### src/rtl/maxnet_ctrl.sv
// MAXNET competition controller: sequences load/calc/update pulses for a 4-neuron
// winner-take-all datapath and reports the surviving neuron, annihilation or timeout.
module maxnet_ctrl #(
    parameter int MAX_ITER = 31
) (
    input  logic       clk,
    input  logic       rst,
    input  logic       start,
    input  logic [3:0] zero_flags,
    output logic       ld_init,
    output logic       en_calc,
    output logic       ld_act,
    output logic       busy,
    output logic       done,
    output logic [1:0] winner_idx,
    output logic       winner_valid,
    output logic       timeout,
    output logic [4:0] iter_count
);

    typedef enum logic [2:0] {
        IDLE,
        INIT,
        CHECK,
        CALC,
        UPDATE,
        DONE
    } state_t;

    localparam logic [4:0] ITER_LIMIT = 5'(MAX_ITER);

    state_t     state;
    logic [2:0] nz;
    logic [1:0] zero_pos;

    // Survivors are the neurons whose zero flag is clear; zero_pos is only meaningful when nz == 1.
    always_comb begin
        nz       = 3'd0;
        zero_pos = 2'd0;
        for (int i = 0; i < 4; i++) begin
            if (!zero_flags[i]) begin
                nz       = nz + 3'd1;
                zero_pos = 2'(i);
            end
        end
    end

    // Every output is registered and set on entry to the state it belongs to.
    always_ff @(posedge clk) begin
        if (rst) begin
            state        <= IDLE;
            ld_init      <= 1'b0;
            en_calc      <= 1'b0;
            ld_act       <= 1'b0;
            busy         <= 1'b0;
            done         <= 1'b0;
            winner_idx   <= 2'd0;
            winner_valid <= 1'b0;
            timeout      <= 1'b0;
            iter_count   <= 5'd0;
        end else begin
            ld_init <= 1'b0;
            en_calc <= 1'b0;
            ld_act  <= 1'b0;
            case (state)
                IDLE, DONE: begin
                    if (start) begin
                        state        <= INIT;
                        ld_init      <= 1'b1;
                        busy         <= 1'b1;
                        done         <= 1'b0;
                        winner_idx   <= 2'd0;
                        winner_valid <= 1'b0;
                        timeout      <= 1'b0;
                        iter_count   <= 5'd0;
                    end
                end
                INIT: begin
                    state <= CHECK;
                end
                CHECK: begin
                    if (nz <= 3'd1) begin
                        state        <= DONE;
                        busy         <= 1'b0;
                        done         <= 1'b1;
                        winner_valid <= (nz == 3'd1);
                        winner_idx   <= (nz == 3'd1) ? zero_pos : 2'd0;
                        timeout      <= 1'b0;
                    end else if (iter_count >= ITER_LIMIT) begin
                        state        <= DONE;
                        busy         <= 1'b0;
                        done         <= 1'b1;
                        winner_valid <= 1'b0;
                        winner_idx   <= 2'd0;
                        timeout      <= 1'b1;
                    end else begin
                        state   <= CALC;
                        en_calc <= 1'b1;
                    end
                end
                CALC: begin
                    state  <= UPDATE;
                    ld_act <= 1'b1;
                end
                UPDATE: begin
                    state <= CHECK;
                    // CALC is only reached below the limit, so this cannot pass MAX_ITER.
                    if (iter_count < ITER_LIMIT) begin
                        iter_count <= iter_count + 5'd1;
                    end
                end
                default: begin
                    state   <= IDLE;
                    busy    <= 1'b0;
                    done    <= 1'b0;
                end
            endcase
        end
    end

endmodule

### config.mk
export PLATFORM = sky130hd
export DESIGN_NAME = maxnet_ctrl
export DESIGN_NICKNAME = d
export VERILOG_FILES = /design/src/rtl/maxnet_ctrl.sv
export SDC_FILE = /design/constraint.sdc
export NUM_CORES = 1
export LEC_CHECK = 0
export CAP_MARGIN = 0
export CORE_MARGIN = 1.5
export CORE_UTILIZATION = 48
export CTS_CLUSTER_DIAMETER = 60
export DETAILED_ROUTE_END_ITERATION = 10
export PLACE_DENSITY = 0.77
export REMOVE_ABC_BUFFERS = 1
export SYNTH_ARGS = -nofsm -noshare
export SYNTH_HDL_FRONTEND = slang
export SYNTH_SLANG_ARGS = --single-unit
### constraint.sdc
create_clock -name clk -period 3.4 [get_ports clk]
set_input_delay 1.02 -clock clk [delete_from_list [all_inputs] [get_ports clk]]
set_output_delay 1.02 -clock clk [all_outputs]
set_load 0.02 [all_outputs]
Fig. 1: run 1, port wiring
The bar under the picture is 10 um long.
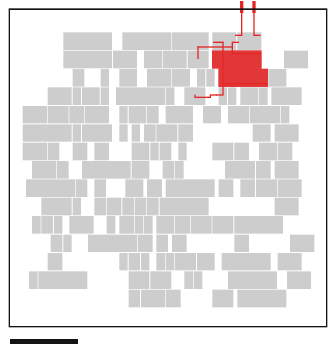
| colour | port | direction | edge | end cells | buffers | wire |
|---|---|---|---|---|---|---|
| red | winner_idx | output | top | 2 | 2 | 43.0 um |
Ports: 21
input/output buffers: 20

Fig. 2: run 1, routing congestion map
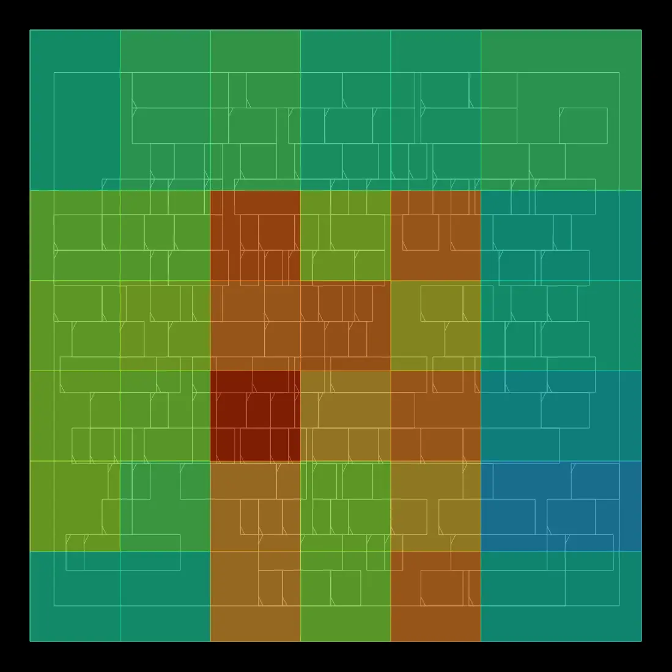
routed length per instance: 11.9 um
busiest layer in global routing: met2
GR Layer Usage met3: 5.38%

==> impl_metrics.env, run 1 <==
# physical design summary
export IMPL_power_internal_mw=0.309
export IMPL_top_area_share_pct=37.0
export IMPL_numSynthFlops=17
export IMPL_holdPathStages=1
export IMPL_status="completed"
export IMPL_place_ws_ps=-137
export IMPL_tritoncts="yes"
export IMPL_cp_end_kind="register"
export IMPL_ys_top_logic_family="simple AND/OR/NAND/NOR gates"
export IMPL_area_sequential_um2=340
export IMPL_chipArea_um2=2190
export IMPL_gp_congestion=0.819
export IMPL_overflow=0
export IMPL_clk_pin_slew_ps=90
export IMPL_dr_wl_met3_um=89
export IMPL_ys_types=35
export IMPL_die_x_um=46.8
export IMPL_synth_simple_area_share_pct=28.4
export IMPL_grt_met2_usage_pct=34.8
export IMPL_top_area_cell="dfxtp_1"
export IMPL_hold_path_endpoint="winner_valid"
export IMPL_comb_share_pct=43.9
export IMPL_design_area_um2=1210
export IMPL_seq_cells=17
export IMPL_layout_top_cell="clkdlybuf4s50_1"
export IMPL_synth_async_reset_ratio_pct=0
export IMPL_numCtsBuffers=3
export IMPL_drc=0
export IMPL_ys_sh_aoi_pct=19.5
export IMPL_buf_share_pct=20.3
export IMPL_setup_viol=0
export IMPL_hold_start="winner_valid"
export IMPL_tns_ps=0
export IMPL_biggestRegsByFlops="iter_count: 5 flops, state: 3 flops, winner_idx: 2 flops"
export IMPL_switching_share_pct=30.1
export IMPL_fin_cells=164
export IMPL_nets=152
export IMPL_critPathArrivalTime_ps=3480
export IMPL_clkCellAreaFrac_pct=2.18
export IMPL_clock_power_share_pct=24.6
export IMPL_top_cell="dfxtp_1"
export IMPL_place_inst=160
export IMPL_pg_seq_mw=0.220
export IMPL_ys_sh_mux_pct=0
export IMPL_cp_start_kind="primary input"
export IMPL_comb_multi_input_count=83
export IMPL_path_cells="clkdlybuf4s50_1 -> inv_1 -> ha_1 -> xnor2_1 -> ha_1 -> nor2b_1 -> a31o_1 -> or2_1 -> nor4b_2 -> a22o_1"
export IMPL_cts_root_buf="clkbuf_4"
export IMPL_worst_r2r_setup_slack_ps=1490
export IMPL_die_height_um=46.8
export IMPL_rows=15
export IMPL_inverters_excl_clock=9
export IMPL_cts_num_sinks=17
export IMPL_drt_iter0_drc=7
export IMPL_seq_power_share_pct=49.7
export IMPL_grt_max_degree=13
export IMPL_combPwrFrac_pct=25.7
export IMPL_fin_util_pct=68.4
export IMPL_tightest_slew_ps=350
export IMPL_ys_sh_xor_pct=2.86
export IMPL_dp_final_hpwl_um=1500
export IMPL_p_sw_mw=0.133
export IMPL_openroad_warnings=26
export IMPL_top_layer_used="met4"
export IMPL_clock_buffers=4
export IMPL_ys_warn_count=0
export IMPL_hold_class="register to register"
export IMPL_vdd_drop_max_uv=225
export IMPL_crit_top_cell="ha_1"
export IMPL_grt_pass1_wl_um=3100
export IMPL_final_cell_mix="clkdlybuf4s50_1, dfxtp_1, nor2_1, a21oi_1"
export IMPL_reg2reg_to="iter_count[1]"
export IMPL_ys_seq_share_pct=37.0
export IMPL_powerClk_mw=0.109
export IMPL_worst_path_largest_cell_delay_ps=480
export IMPL_yosys_stat_area_um2=920
export IMPL_netlist_top_cells_count="dfxtp_1, a21oi_1, nor2_1"
export IMPL_coreArea_um2=1760
export IMPL_rsz0062_at_grt="false"
export IMPL_ctsResizeCount=0
export IMPL_fill_cells=157
export IMPL_logic_area_um2=529
export IMPL_power_group_top="sequential cells"
export IMPL_layout_drive_gt1_share_pct=9.35
export IMPL_min_period_ps=3240
export IMPL_avgSynthCellArea_um2=8.21
export IMPL_critPathBufInv=2
export IMPL_p_per_area_nw_per_um2=367
export IMPL_route_met2_wl_um=945
export IMPL_relSlewSlack_pct=76.4
export IMPL_comb_power_mw=0.114
export IMPL_required_ps=3640
export IMPL_drv_cap=0
export IMPL_r2r_start="state[0]"
Fig. 3: run 1, met2 routing
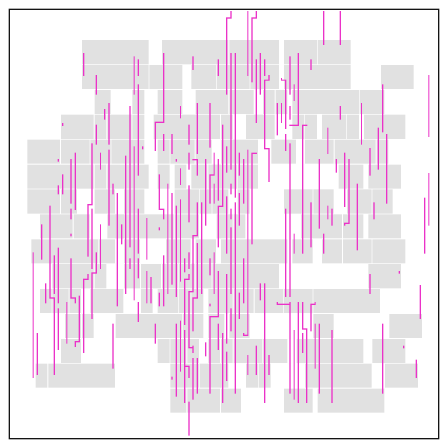
nets with wire on the layer: 128
longest straight run: 20.7 um

Fig. 4: run 1, metal 1
Supply wires on this layer in grey.
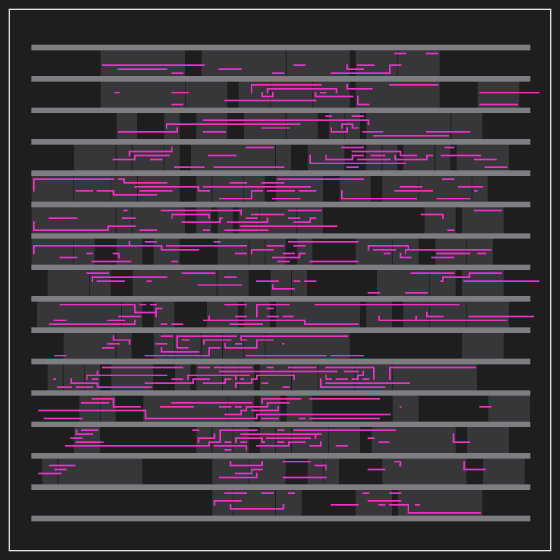
wire length on this layer: 869 um
share of all routed wire: 44%
main direction: horizontal
vias post-DR: 877
routing usage on met1: 22.4%
final wirelength: 1960 um

--- run 2 (diff from run 1) ---
--- a/config.mk
+++ b/config.mk
@@ -7,10 +7,11 @@
 export LEC_CHECK = 0
 export CAP_MARGIN = 0
 export CORE_MARGIN = 1.5
-export CORE_UTILIZATION = 48
+export CORE_UTILIZATION = 60
 export CTS_CLUSTER_DIAMETER = 60
 export DETAILED_ROUTE_END_ITERATION = 10
-export PLACE_DENSITY = 0.77
+export DONT_BUFFER_PORTS = 1
+export PLACE_DENSITY = 0.76
 export REMOVE_ABC_BUFFERS = 1
 export SYNTH_ARGS = -nofsm -noshare
 export SYNTH_HDL_FRONTEND = slang
Fig. 5: run 2, metal 1
Supply wires on this layer in grey.
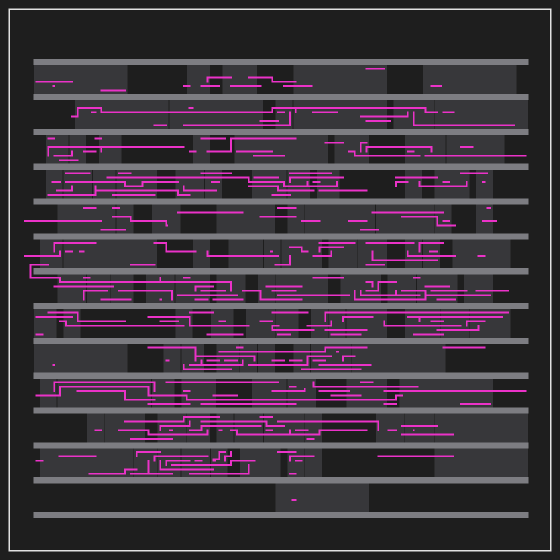
main direction: horizontal
longest straight run: 16.3 um

Fig. 6: run 2, port wiring
The bar under the picture is 10 um long.
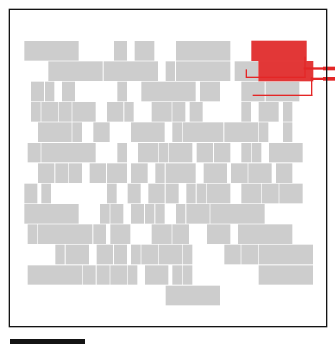
| colour | port | direction | edge | end cells | buffers | wire |
|---|---|---|---|---|---|---|
| red | winner_idx | output | right | 2 | 0 | 25.9 um |

==> impl_metrics.env, run 2 <==
# physical design summary
export IMPL_dr_wl_met3_um=77
export IMPL_p_per_area_nw_per_um2=425
export IMPL_seq_power_share_pct=56.7
export IMPL_ys_top_logic_family="simple AND/OR/NAND/NOR gates"
export IMPL_grt_met2_usage_pct=31.3
export IMPL_ys_sh_aoi_pct=19.5
export IMPL_chipArea_um2=1780
export IMPL_drt_iter0_drc=8
export IMPL_cp_start_kind="primary input"
export IMPL_place_ws_ps=342
export IMPL_synth_async_reset_ratio_pct=0
export IMPL_fin_util_pct=69.4
export IMPL_dp_final_hpwl_um=1240
export IMPL_overflow=0
export IMPL_finalPower_mw=0.403
export IMPL_hold_path_endpoint="busy"
export IMPL_via_count=754
export IMPL_drv_cap=0
export IMPL_layout_top_cell="dfxtp_1"
export IMPL_grt_pass1_wl_um=2800
export IMPL_clk_pin_slew_ps=90
export IMPL_final_cell_mix="dfxtp_1, nor2_1, a21oi_1"
export IMPL_numCtsBuffers=3
export IMPL_status="completed"
export IMPL_reg2reg_to="iter_count[4]"
export IMPL_detail_route_antenna_nets=0
export IMPL_power_internal_mw=0.287
export IMPL_fmax_mhz=360
export IMPL_pin_count=21
export IMPL_required_ps=3630
export IMPL_syn_area_um2=920
export IMPL_ys_types=35
export IMPL_met1_usage_pct=25.9
export IMPL_vdd_drop_max_uv=271
export IMPL_cp_endpoint="winner_idx[1]"
export IMPL_worst_r2r_setup_slack_ps=1490
export IMPL_wl_um=1600
export IMPL_ctsResizeCount=0
export IMPL_comb_share_pct=55.8
export IMPL_top_layer_used="met4"
export IMPL_netlist_top_cells_count="dfxtp_1, a21oi_1, nor2_1"
export IMPL_holdPathStages=2
export IMPL_switching_share_pct=28.8
export IMPL_clock_buffers=4
export IMPL_tightest_slew_ps=339
export IMPL_busiest_layer="met2"
export IMPL_nets=126
export IMPL_min_period_ps=2780
export IMPL_area_growth_pct=3.13
export IMPL_area_sequential_um2=340
export IMPL_cp_end_kind="register"
export IMPL_r2r_start="state[0]"
export IMPL_clock_power_share_pct=25.5
export IMPL_top_area_share_pct=37.0
export IMPL_top_cell="dfxtp_1"
export IMPL_worst_path_largest_cell_delay_ps=380
export IMPL_wire_per_inst_um=12.5
export IMPL_buf_share_pct=0
export IMPL_critPathBufInv=1
export IMPL_portBuffers=0
export IMPL_ys_seq_share_pct=37.0
export IMPL_gr_usage_met3_pct=5.60
export IMPL_layout_drive_gt1_share_pct=6.19
export IMPL_path_cells="inv_1 -> ha_1 -> xnor2_1 -> ha_1 -> nor2b_1 -> a31o_1 -> or2_1 -> nor4b_2 -> a22o_1"
export IMPL_hold_start="busy"
export IMPL_crit_top_cell="ha_1"
export IMPL_power_group_top="sequential cells"
export IMPL_pg_seq_mw=0.228
export IMPL_logic_area_um2=529
export IMPL_ys_sh_xor_pct=2.86
export IMPL_avgSynthCellArea_um2=8.21
export IMPL_finalHoldWorstSlack_ps=580
export IMPL_comb_power_mw=0.0720
export IMPL_rsz0062_at_grt="false"
export IMPL_fill_cells=116
export IMPL_clkCellAreaFrac_pct=2.77
export IMPL_fin_cells=128
export IMPL_critPathArrivalTime_ps=3010
export IMPL_setup_viol=0
export IMPL_biggestRegsByFlops="iter_count: 5 flops, state: 3 flops, winner_idx: 2 flops"
export IMPL_openroad_warnings=26
export IMPL_top_area_cell="dfxtp_1"
export IMPL_rows=13
export IMPL_seq_cells=17
export IMPL_die_height_um=42.2
export IMPL_relSlewSlack_pct=77.1
export IMPL_powerClk_mw=0.103
export IMPL_cts_num_sinks=17
export IMPL_synth_simple_area_share_pct=28.4
export IMPL_post_cts_buffers=0
export IMPL_ys_warn_count=0
export IMPL_grt_max_degree=14
export IMPL_tritoncts="yes"
export IMPL_die_x_um=42.2
export IMPL_place_inst=124
export IMPL_cts_root_buf="clkbuf_4"
export IMPL_comb_multi_input_count=83
export IMPL_combPwrFrac_pct=17.9
export IMPL_ys_sh_mux_pct=0
export IMPL_route_met2_wl_um=745
export IMPL_tns_ps=0
export IMPL_inverters_excl_clock=9
export IMPL_drc=0
export IMPL_p_sw_mw=0.116
export IMPL_design_area_um2=948
export IMPL_yosys_stat_area_um2=920
